## config.mk

```make
export PLATFORM = sky130hd
export DESIGN_NAME = alu_control_seq_flat
export DESIGN_NICKNAME = d
export VERILOG_FILES = /design/src/rtl/alu_control_seq_if.sv /design/src/rtl/alu_control_seq.sv /design/src/flat_wrapper.sv
export SDC_FILE = /design/constraint.sdc
export NUM_CORES = 1
export LEC_CHECK = 0
export ABC_CLOCK_PERIOD_IN_PS = 2450
export CORE_MARGIN = 8
export CORE_UTILIZATION = 45
export CTS_CLUSTER_DIAMETER = 150
export DETAILED_ROUTE_END_ITERATION = 8
export HOLD_SLACK_MARGIN = 0.08
export MAX_ROUTING_LAYER = met4
export PLACE_DENSITY_LB_ADDON = 0.25
export REMOVE_ABC_BUFFERS = 1
export SLEW_MARGIN = 20
export SYNTH_ARGS = -nofsm -noshare
export SYNTH_HDL_FRONTEND = slang
export SYNTH_SLANG_ARGS = --single-unit
```

## constraint.sdc

```tcl
create_clock -name clk -period 2.45 [get_ports clk]
set_input_delay 0.49 -clock clk [delete_from_list [all_inputs] [get_ports clk]]
set_output_delay 0.49 -clock clk [all_outputs]
set_load 0.02 [all_outputs]
```

## src/rtl/alu_control_seq_if.sv

```systemverilog
// Issue/handshake bundle between the pipeline control and alu_control_seq.
// master = pipeline/decoder side, slave = alu_control_seq.
`timescale 1ns/1ps

interface alu_control_seq_if;
    logic       issue_valid;
    logic [1:0] alu_op;
    logic [5:0] funct;
    logic       flush;
    logic       ready;
    logic [3:0] alu_sel;
    logic       op_valid;
    logic       busy;
    logic       done;
    logic       illegal;

    modport master (
        output issue_valid, alu_op, funct, flush,
        input  ready, alu_sel, op_valid, busy, done, illegal
    );

    modport slave (
        input  issue_valid, alu_op, funct, flush,
        output ready, alu_sel, op_valid, busy, done, illegal
    );
endinterface

```

## src/rtl/alu_control_seq.sv

```systemverilog
// ALU control decoder with a multi-cycle MUL/DIV sequencer, busy/ready
// handshake, flush and illegal-funct reporting.
`timescale 1ns/1ps

module alu_control_seq #(
    parameter bit          ENABLE_MULDIV = 1'b1,
    parameter int unsigned MUL_LAT       = 4,
    parameter int unsigned DIV_LAT       = 8
) (
    input  logic              clk,
    input  logic              rst,
    alu_control_seq_if.slave  bus
);

    typedef enum logic [2:0] {S_IDLE, S_SINGLE, S_MULTI, S_DONE, S_ILL} state_t;
    typedef enum logic [1:0] {K_SINGLE, K_MULTI, K_ILLEGAL} kind_t;
    typedef enum logic [3:0] {
        SEL_ADD = 4'd0, SEL_SUB = 4'd1, SEL_AND = 4'd2, SEL_OR = 4'd3,
        SEL_XOR = 4'd4, SEL_NOR = 4'd5, SEL_SLT = 4'd6, SEL_SLL = 4'd7,
        SEL_SRL = 4'd8, SEL_SRA = 4'd9, SEL_PASSB = 4'd10, SEL_MUL = 4'd11,
        SEL_DIV = 4'd12
    } sel_t;

    state_t     state;
    logic [3:0] cnt;
    logic [3:0] sel_q;
    logic       op_valid_q;
    logic       busy_q;
    logic       done_q;
    logic       illegal_q;

    sel_t       dec_sel;
    kind_t      dec_kind;
    logic [3:0] dec_cnt;
    logic       accept;

    assign bus.ready    = ~busy_q;
    assign bus.alu_sel  = sel_q;
    assign bus.op_valid = op_valid_q;
    assign bus.busy     = busy_q;
    assign bus.done     = done_q;
    assign bus.illegal  = illegal_q;

    assign accept = bus.issue_valid & ~busy_q & ~bus.flush;

    always_comb begin
        dec_sel  = SEL_ADD;
        dec_kind = K_SINGLE;
        dec_cnt  = '0;
        case (bus.alu_op)
            2'b00: dec_sel = SEL_ADD;
            2'b01: dec_sel = SEL_SUB;
            2'b11: dec_sel = SEL_PASSB;
            default: begin
                case (bus.funct)
                    6'h20, 6'h21: dec_sel = SEL_ADD;
                    6'h22, 6'h23: dec_sel = SEL_SUB;
                    6'h24:        dec_sel = SEL_AND;
                    6'h25:        dec_sel = SEL_OR;
                    6'h26:        dec_sel = SEL_XOR;
                    6'h27:        dec_sel = SEL_NOR;
                    6'h2A:        dec_sel = SEL_SLT;
                    6'h00:        dec_sel = SEL_SLL;
                    6'h02:        dec_sel = SEL_SRL;
                    6'h03:        dec_sel = SEL_SRA;
                    6'h18: begin
                        dec_sel  = SEL_MUL;
                        dec_kind = ENABLE_MULDIV ? K_MULTI : K_ILLEGAL;
                        dec_cnt  = 4'(MUL_LAT - 2);
                    end
                    6'h1A: begin
                        dec_sel  = SEL_DIV;
                        dec_kind = ENABLE_MULDIV ? K_MULTI : K_ILLEGAL;
                        dec_cnt  = 4'(DIV_LAT - 2);
                    end
                    default:      dec_kind = K_ILLEGAL;
                endcase
            end
        endcase
    end

    always_ff @(posedge clk or posedge rst) begin
        if (rst) begin
            state      <= S_IDLE;
            cnt        <= '0;
            sel_q      <= '0;
            op_valid_q <= 1'b0;
            busy_q     <= 1'b0;
            done_q     <= 1'b0;
            illegal_q  <= 1'b0;
        end else if (bus.flush) begin
            state      <= S_IDLE;
            cnt        <= '0;
            op_valid_q <= 1'b0;
            busy_q     <= 1'b0;
            done_q     <= 1'b0;
            illegal_q  <= 1'b0;
        end else if (accept) begin
            // ready is low throughout MULTI, so an accept never interrupts it
            case (dec_kind)
                K_SINGLE: begin
                    state      <= S_SINGLE;
                    sel_q      <= dec_sel;
                    op_valid_q <= 1'b1;
                    busy_q     <= 1'b0;
                    done_q     <= 1'b1;
                    illegal_q  <= 1'b0;
                end
                K_MULTI: begin
                    state      <= S_MULTI;
                    cnt        <= dec_cnt;
                    sel_q      <= dec_sel;
                    op_valid_q <= 1'b1;
                    busy_q     <= 1'b1;
                    done_q     <= 1'b0;
                    illegal_q  <= 1'b0;
                end
                default: begin
                    state      <= S_ILL;
                    op_valid_q <= 1'b0;
                    busy_q     <= 1'b0;
                    done_q     <= 1'b0;
                    illegal_q  <= 1'b1;
                end
            endcase
        end else if (state == S_MULTI) begin
            if (cnt == '0) begin
                state  <= S_DONE;
                busy_q <= 1'b0;
                done_q <= 1'b1;
            end else begin
                cnt <= cnt - 4'd1;
            end
        end else begin
            state      <= S_IDLE;
            op_valid_q <= 1'b0;
            busy_q     <= 1'b0;
            done_q     <= 1'b0;
            illegal_q  <= 1'b0;
        end
    end

endmodule
```

## src/flat_wrapper.sv

```systemverilog
// flat-port wrapper written by rule: the top's interface ports become plain ports
module alu_control_seq_flat 
#(
    parameter bit          ENABLE_MULDIV = 1'b1,
    parameter int unsigned MUL_LAT       = 4,
    parameter int unsigned DIV_LAT       = 8
)
  (clk, rst, bus_issue_valid, bus_alu_op, bus_funct, bus_flush, bus_ready, bus_alu_sel, bus_op_valid, bus_busy, bus_done, bus_illegal);
  alu_control_seq_if bus_i ();
  input  logic clk;
  input  logic rst;
  input wire logic [$bits(bus_i.issue_valid)-1:0] bus_issue_valid;
  input wire logic [$bits(bus_i.alu_op)-1:0] bus_alu_op;
  input wire logic [$bits(bus_i.funct)-1:0] bus_funct;
  input wire logic [$bits(bus_i.flush)-1:0] bus_flush;
  output wire logic [$bits(bus_i.ready)-1:0] bus_ready;
  output wire logic [$bits(bus_i.alu_sel)-1:0] bus_alu_sel;
  output wire logic [$bits(bus_i.op_valid)-1:0] bus_op_valid;
  output wire logic [$bits(bus_i.busy)-1:0] bus_busy;
  output wire logic [$bits(bus_i.done)-1:0] bus_done;
  output wire logic [$bits(bus_i.illegal)-1:0] bus_illegal;
  assign bus_i.issue_valid = bus_issue_valid;
  assign bus_i.alu_op = bus_alu_op;
  assign bus_i.funct = bus_funct;
  assign bus_i.flush = bus_flush;
  assign bus_ready = bus_i.ready;
  assign bus_alu_sel = bus_i.alu_sel;
  assign bus_op_valid = bus_i.op_valid;
  assign bus_busy = bus_i.busy;
  assign bus_done = bus_i.done;
  assign bus_illegal = bus_i.illegal;
  alu_control_seq #(.ENABLE_MULDIV(ENABLE_MULDIV), .MUL_LAT(MUL_LAT), .DIV_LAT(DIV_LAT)) u_core (.clk(clk), .rst(rst), .bus(bus_i));
endmodule
```

Fig. 1: run 1, met3 routing
Scale: 4 px per µm.
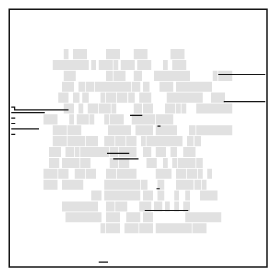
The wires run mostly horizontal. 12 nets have wire on it. The longest straight run is 13.3 µm. The layer holds 3.3% of the routed length.

Fig. 2: run 1, congestion heat map
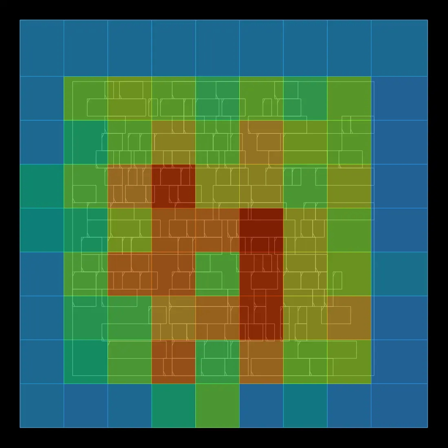
routing usage on met1: 13.7%
routing usage on met3: 2.09%
WL per Instance: 14.7 µm
fin util: 61.5%
busiest grt layer: met2

Fig. 3: run 1, where the registers sit
Scale: 4 px per µm. Other sequential cells in the stronger grey, the rest of the logic in the fainter grey.
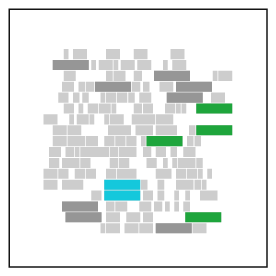
u_core.state: marked cyan, placed flops 2. u_core.cnt: marked green, placed flops 4, where middle right.
Another 8 sequential cells are not coloured.
Reg area: 350 µm²
Sequential Power: 0.258 mW
Seq/total area: 26.0%

==> reports/results.ini, run 1 <==
[status]
status=finished, final reports clean

[grt]
antenna_found_initial=0
track_usage_pct=12.6
grt_max_degree=15
grt_pass1_wl_um=4220
grt_overflow=0
grt_pass1_vias=949

[clocking]
path_clk_slew_ns=0.09
root_buffer=clkbuf_4
cts_hold_buf=0
tritoncts=done
cts_setup_buffers=0
htreeDepth=1
cts_buffer_depth=2
cts_buffers=3
post_cts_resized=0
clk_latency_ns=0.28
clock_sinks=14

[yosys]
ys_cells=110
yosys_register_bits=14
synth_seq_share_pct=33.7
ys_types=43
synthArstFlopShare_pct=100
edf_count=0
ys_area_mm2=0.00104
syn-instance-count=110
synthFlopType=dfrtp_1
yosysWarnings=0
syn_area_mm2=0.00104

[cells_and_area]
final_nets=154
nFillCells=199
mostFrequentLayoutCells=clkdlybuf4s50_1, dfrtp_1, inv_1, buf_4
drive_gt1_share_pct=20.9
layout_top_cell=clkdlybuf4s50_1
n_antenna_cell=0
final_area_mm2=0.00135
area_delta_synth_final_pct=29.5
logic_area_um2=597

[final_timing]
hold_viol=0
finalCriticalPeriod_ns=2.04
tightest_slew_ns=0.600
clock_skew_ns=0.00779
relSlewSlack_pct=59.7
fin_crit_sh_pct=83.3
setup_viol=0
rsz0062_at_grt=no
fmax_mhz=490
tns_ns=0

[floorplanning]
chipArea_mm2=0.00410
die_w_um=64.1
fp_util_pct=47.5
die_h_um=64.1
std_cell_rows=17
core_area_mm2=0.00219
pin_count=21

[pwr]
power_density_mw_per_mm2=441
p_leak_nw=0.599
ir_drop_uv=336

[worst_setup_path]
critPathCaptureType=register
start_kind=input pin
path_class=in -> reg
cp.required_ns=2.62
crit_arrival_ns=2.21

[placed_design]
portBuffers=20
dp_hpwl_um=2080
routabilityCongestion=0.983
dpl_cell_area_mm2=0.00131

[detailed_routing]
drt-pass1-iter-count=4
vias=934
wl_um=2450
drc=0
antenna_left=0
drt-initial-drc-count=27
drt-vias-per-instance=5.59

[run]
cap_viol_max_count=0
warning_count=26

[min_path]
hold_class=reg -> reg

==> run 1: per-layer routing <==
layer  vias to the layer above  wire length (µm)  track usage [%]
met2                        18              1270             21.8
met1                       461              1060             13.7
li1                        451                 -                -
met3                         4                80             2.09
met4                         0                42             5.85
met5                         -                 0                -
==> run 1: worst max-delay path, stage by stage <==
cell             delay, ns
clkdlybuf4s50_1       0.61
nand3b_4              0.12
nor4_2                0.31
a211oi_2              0.15
nor4_2                0.17
mux2_1                0.35
==> run 1: sequential cells by signal, indices dropped and copies added, names as in the netlist <==
register and count:
u_core.bus.busy 1, u_core.state 2, u_core.bus.done 1, u_core.bus.alu_sel 4
u_core.bus.illegal 1, u_core.bus.op_valid 1, u_core.cnt 4
==> run 1: metrics by stage <==
step / std cells / setup WS, ns / hold slack (ns) / util [%] / power, mW
after floorplan: 104 / 0.703 / 0.379 / - / 0.345
after global placement: 163 / 0.149 / 0.463 / 59.8 / 0.428
after detailed placement: 163 / 0.0983 / 0.473 / 59.8 / 0.434
after CTS: 167 / 0.395 / 0.492 / 61.5 / 0.602
after global routing: 167 / 0.295 / 0.509 / 61.5 / 0.627
final: 167 / 0.410 / 0.489 / 61.5 / 0.594
==> run 1: cell families after synthesis <==
logic type / after synthesis / share of synthesized area [%]
AND/OR/NAND/NOR: 42 / 27.0
AND-OR/OR-AND: 26 / 20.0
buffers and inverters: 18 / 8.90
flip-flops: 14 / 33.7
multiplexers: 6 / 6.38
XOR/XNOR: 2 / 1.69
adder cells (fa/ha/maj): 2 / 2.41
==> run 1: power breakdown <==
part	internal (mW)	switching, mW	leakage, nW
clock	0.0904	0.0766	0.0210
sequential	0.247	0.0111	0.186
combinational	0.0822	0.0867	0.392
total	0.420	0.174	0.599
==> run 1: final timing paths <==
path	slack, ns	from	depth (start not counted)	end
setup / recovery	0.41	bus_funct[3]	6	u_core.cnt[3]$_DFFE_PP0P_
hold / removal	0.49	u_core.bus.illegal$_DFFE_PP0P_	1	u_core.bus.illegal$_DFFE_PP0P_
setup reg to reg	0.62	u_core.cnt[0]$_DFFE_PP0P_	7	u_core.cnt[3]$_DFFE_PP0P_
hold reg to reg	0.49	u_core.bus.illegal$_DFFE_PP0P_	1	u_core.bus.illegal$_DFFE_PP0P_
max in group asynchronous	1.53	rst	2	u_core.state[1]$_DFFE_PP0P_
min in group asynchronous	0.55	rst	2	u_core.cnt[1]$_DFFE_PP0P_
==> run 1: final cells by class <==
cell class                 instances  area share [%]
clock buffer                       4            2.70
inverter                          12            3.35
multi-input combinational         78            44.3
sequential                        14            26.0
tap                               28            2.60
timing repair buffer              31            21.0
==> run 1: Yosys cell counts, drive strengths merged, types with 2 or more instances <==
master	n	share of area, %
nor3	7	3.4
buf	5	4.2
or2	2	1.2
a41oi	2	1.7
mux2	2	2.5
inv	12	4.3
dfrtp	14	34
mux2i	4	3.9
nand2	6	2.2
o21ai	6	4.0
nor4	6	6.0
nand2b	3	1.8
nor4b	2	2.3
ha	2	2.4
or3b	2	1.7
nor2	7	2.5
a21oi	5	3.5
a211oi	3	3.1
a21o	4	2.9
Fig. 4: run 1, wiring by layer
Scale: 4 px per µm.
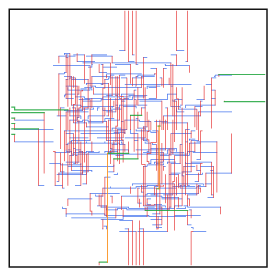

## Run 2: what changed since run 1
Settings changed: ABC_CLOCK_PERIOD_IN_PS 2450 to 1810.
Clock period 2.45 ns to 1.81 ns, I/O delays scaled along.
Fig. 5: run 2, wiring by layer
Scale: 4 px per µm.
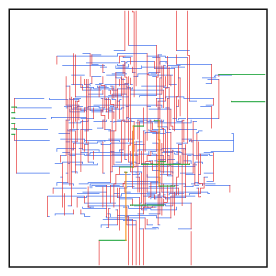
M3: marked green, wire length 64.8 µm. M4: marked orange, wire length 43.5 µm. M1: marked blue, wire length 1190 µm. M2: marked red, wire length 1360 µm.
final wirelength: 2660 µm
WL per Instance: 14.2 µm
routed vias: 977
gr usage total: 13.8%

==> reports/results.ini, run 2 <==
[floorplanning]
pin_count=21  ; unchanged
chipArea_mm2=0.00410  ; unchanged
die_w_um=64.1  ; unchanged
std_cell_rows=17  ; unchanged
die_h_um=64.1  ; unchanged
core_area_mm2=0.00219  ; unchanged
fp_util_pct=47.5  ; unchanged

[grt]
antenna_found_initial=0  ; unchanged
grt_overflow=0  ; unchanged
grt_max_degree=15  ; unchanged
grt_pass1_vias=1029  ; +8.4%

[worst_setup_path]
cp.required_ns=1.98  ; -0.64 ns
r2r-start=u_core.bus.done$_DFFE_PP0P_
crit_arrival_ns=2.05  ; -0.16 ns
path_class=reg -> reg
reg2reg_slack_ns=-0.08  ; -0.70 ns
slowest_delay_ns=0.41  ; -0.20 ns
reg2reg_to=u_core.cnt[3]$_DFFE_PP0P_
crit_slowest_cell=or3b_4
critPathCaptureType=register
r2r_cells=5  ; -2
crit_path_cell_trace=or3b_4 > nor3_4 > a211oi_2 > nor4_2 > mux2_1
start_kind=register

[clocking]
clk_latency_ns=0.28  ; about the same
root_buffer=clkbuf_4
htreeDepth=1  ; unchanged
clock_sinks=14  ; unchanged
cts_buffers=3  ; unchanged
cts_buffer_depth=2  ; unchanged
path_clk_slew_ns=0.08  ; about the same
tritoncts=done

[status]
violations=setup timing
status=finished with violations

[yosys]
top_area_share_pct=33.7  ; unchanged
edf_count=0  ; unchanged
ys_types=43  ; unchanged
synthArstFlopShare_pct=100  ; unchanged
synth_seq_share_pct=33.7  ; unchanged
top_cell=dfrtp_1
netlist_top_cells_count=dfrtp_1, inv_1, nor2_1, nor3_1, nand2_1
syn_area_per_cell_um2=9.45
ys_cells=110  ; unchanged
syn-instance-count=110  ; unchanged
yosysWarnings=0  ; unchanged
yosysTopAreaCell=dfrtp_1
yosys_register_bits=14  ; unchanged
synthFlopType=dfrtp_1
ys_area_mm2=0.00104  ; unchanged
syn_area_mm2=0.00104  ; unchanged
synth.area.top_cells=dfrtp_1, nor4_2, inv_1

[cells_and_area]
n_antenna_cell=0  ; unchanged
final_nets=175  ; +14%
drive_gt1_share_pct=33.3  ; +12 points
stdcell_count=187  ; +12%
mostFrequentLayoutCells=buf_4, dfrtp_1, clkdlybuf4s50_1, inv_1, nor2_1
layout_top_cell=buf_4
final_core_util_pct=69.9  ; +8.5 points
area_delta_synth_final_pct=47.3
nFillCells=173  ; -13%

[final_timing]
tightest_slew_ns=0.569  ; -0.0311 ns
relSlewSlack_pct=62.0  ; +2.3 points
fin_ws_ns=-0.0756  ; -0.485 ns
hold_slack_ns=0.435  ; -0.0538 ns
tns_ns=-0.0756  ; -0.0756 ns
rsz0062_at_grt=yes
finalCriticalPeriod_ns=1.89
clock_skew_ns=0.00106  ; -0.00673 ns
hold_viol=0  ; unchanged
setup_viol=1  ; +1
fin_crit_sh_pct=104

[detailed_routing]
drt-pass1-iter-count=6  ; +2
drt-vias-per-instance=5.22  ; -6.6%
drt-initial-drc-count=27  ; unchanged
antenna_left=0  ; unchanged
drc=0  ; unchanged

[placed_design]
placed_cells=182  ; +12%
dp_hpwl_um=2210  ; +6.2%
routabilityCongestion=0.880  ; -11%
portBuffers=20  ; unchanged

[run]
warning_count=28  ; +7.7%
cap_viol_max_count=0  ; unchanged

[pwr]
power_density_mw_per_mm2=515  ; +17%
p_total_mw=0.789  ; +33%
p_leak_nw=0.755  ; +26%

[min_path]
hold_class=in -> async

-- run 2: metal layers --
| metal | wire, µm | track usage (%) |
|---|---|---|
| met5 | 0 | - |
| met4 | 43 | 6.69 |
| met3 | 64 | 1.22 |
| met2 | 1360 | 23.0 |
| met1 | 1190 | 16.2 |
-- run 2: layout make-up --
cell class / instances / area, µm² / share of cell area, %
Timing Repair Buffer: 52 / 447 / 29.2
Inverter: 12 / 45.0 / 2.94
Tap cell: 28 / 35.0 / 2.29
Sequential cell: 14 / 350 / 22.9
Multi-Input combinational cell: 78 / 632 / 41.3
Clock buffer: 3 / 22.5 / 1.47
-- run 2: per-stage QoR --
step	setup WS [ns]	area, µm²
after floorplan	0.0632	992
after global placement	-0.378	1450
after detailed placement	-0.468	1450
after CTS	-0.0675	1480
after global routing	-0.120	1530
final	-0.0756	1530
-- run 2: how the worst max path moves through the flow --
stage / slack, ns / end / cells after the start / startpoint
6_report: -0.08 / u_core.cnt[3]$_DFFE_PP0P_ / 5 / u_core.bus.done$_DFFE_PP0P_
5_1_grt: -0.12 / u_core.cnt[3]$_DFFE_PP0P_ / 5 / u_core.bus.done$_DFFE_PP0P_
4_1_cts: -0.07 / u_core.cnt[3]$_DFFE_PP0P_ / 6 / bus_funct[0]
3_5_place_dp: -0.47 / u_core.cnt[3]$_DFFE_PP0P_ / 6 / bus_funct[3]
3_3_place_gp: -0.38 / u_core.bus.alu_sel[2]$_DFFE_PP0P_ / 7 / bus_funct[4]
2_1_floorplan: 0.06 / u_core.cnt[3]$_DFFE_PP0P_ / 5 / u_core.bus.done$_DFFE_PP0P_
-- run 2: report_power, final --
group / switching, mW / total, mW / internal [mW]
clock network: 0.0993 / 0.176 / 0.0772
registers: 0.0154 / 0.350 / 0.335
logic: 0.129 / 0.262 / 0.133
total: 0.244 / 0.789 / 0.544
-- run 2: logic make-up (layout without fill, tap and decap cells) --
family                   count (synthesis)  count (layout)  synth area share [%]
flip-flops                              14              14                  33.7
AND-OR/OR-AND                           26              26                  20.0
XOR/XNOR                                 2               2                  1.69
adder cells (fa/ha/maj)                  2               2                  2.41
multiplexers                             6               6                  6.38
buffers and inverters                   18              67                  8.90
AND/OR/NAND/NOR                         42              42                  27.0
-- run 2: timing repair --
item                                    4_1_cts  5_1_grt
cloned                                        0        0
endpoints found under the setup margin        7        9
resized                                       4       10
pin swaps                                     0        6
buffers inserted                              0        2
hold buffers                                  0        0
-- run 2: worst max-delay path: cells and delay by family, from the launching register on --
kind               cells  cell delay [ns]
AOI/OAI and AO/OA      1             0.08
DFF                    1             0.40
muxes                  1             0.35
and+or+nand+nor        3             0.95
Power and IR drop assume default switching activity.
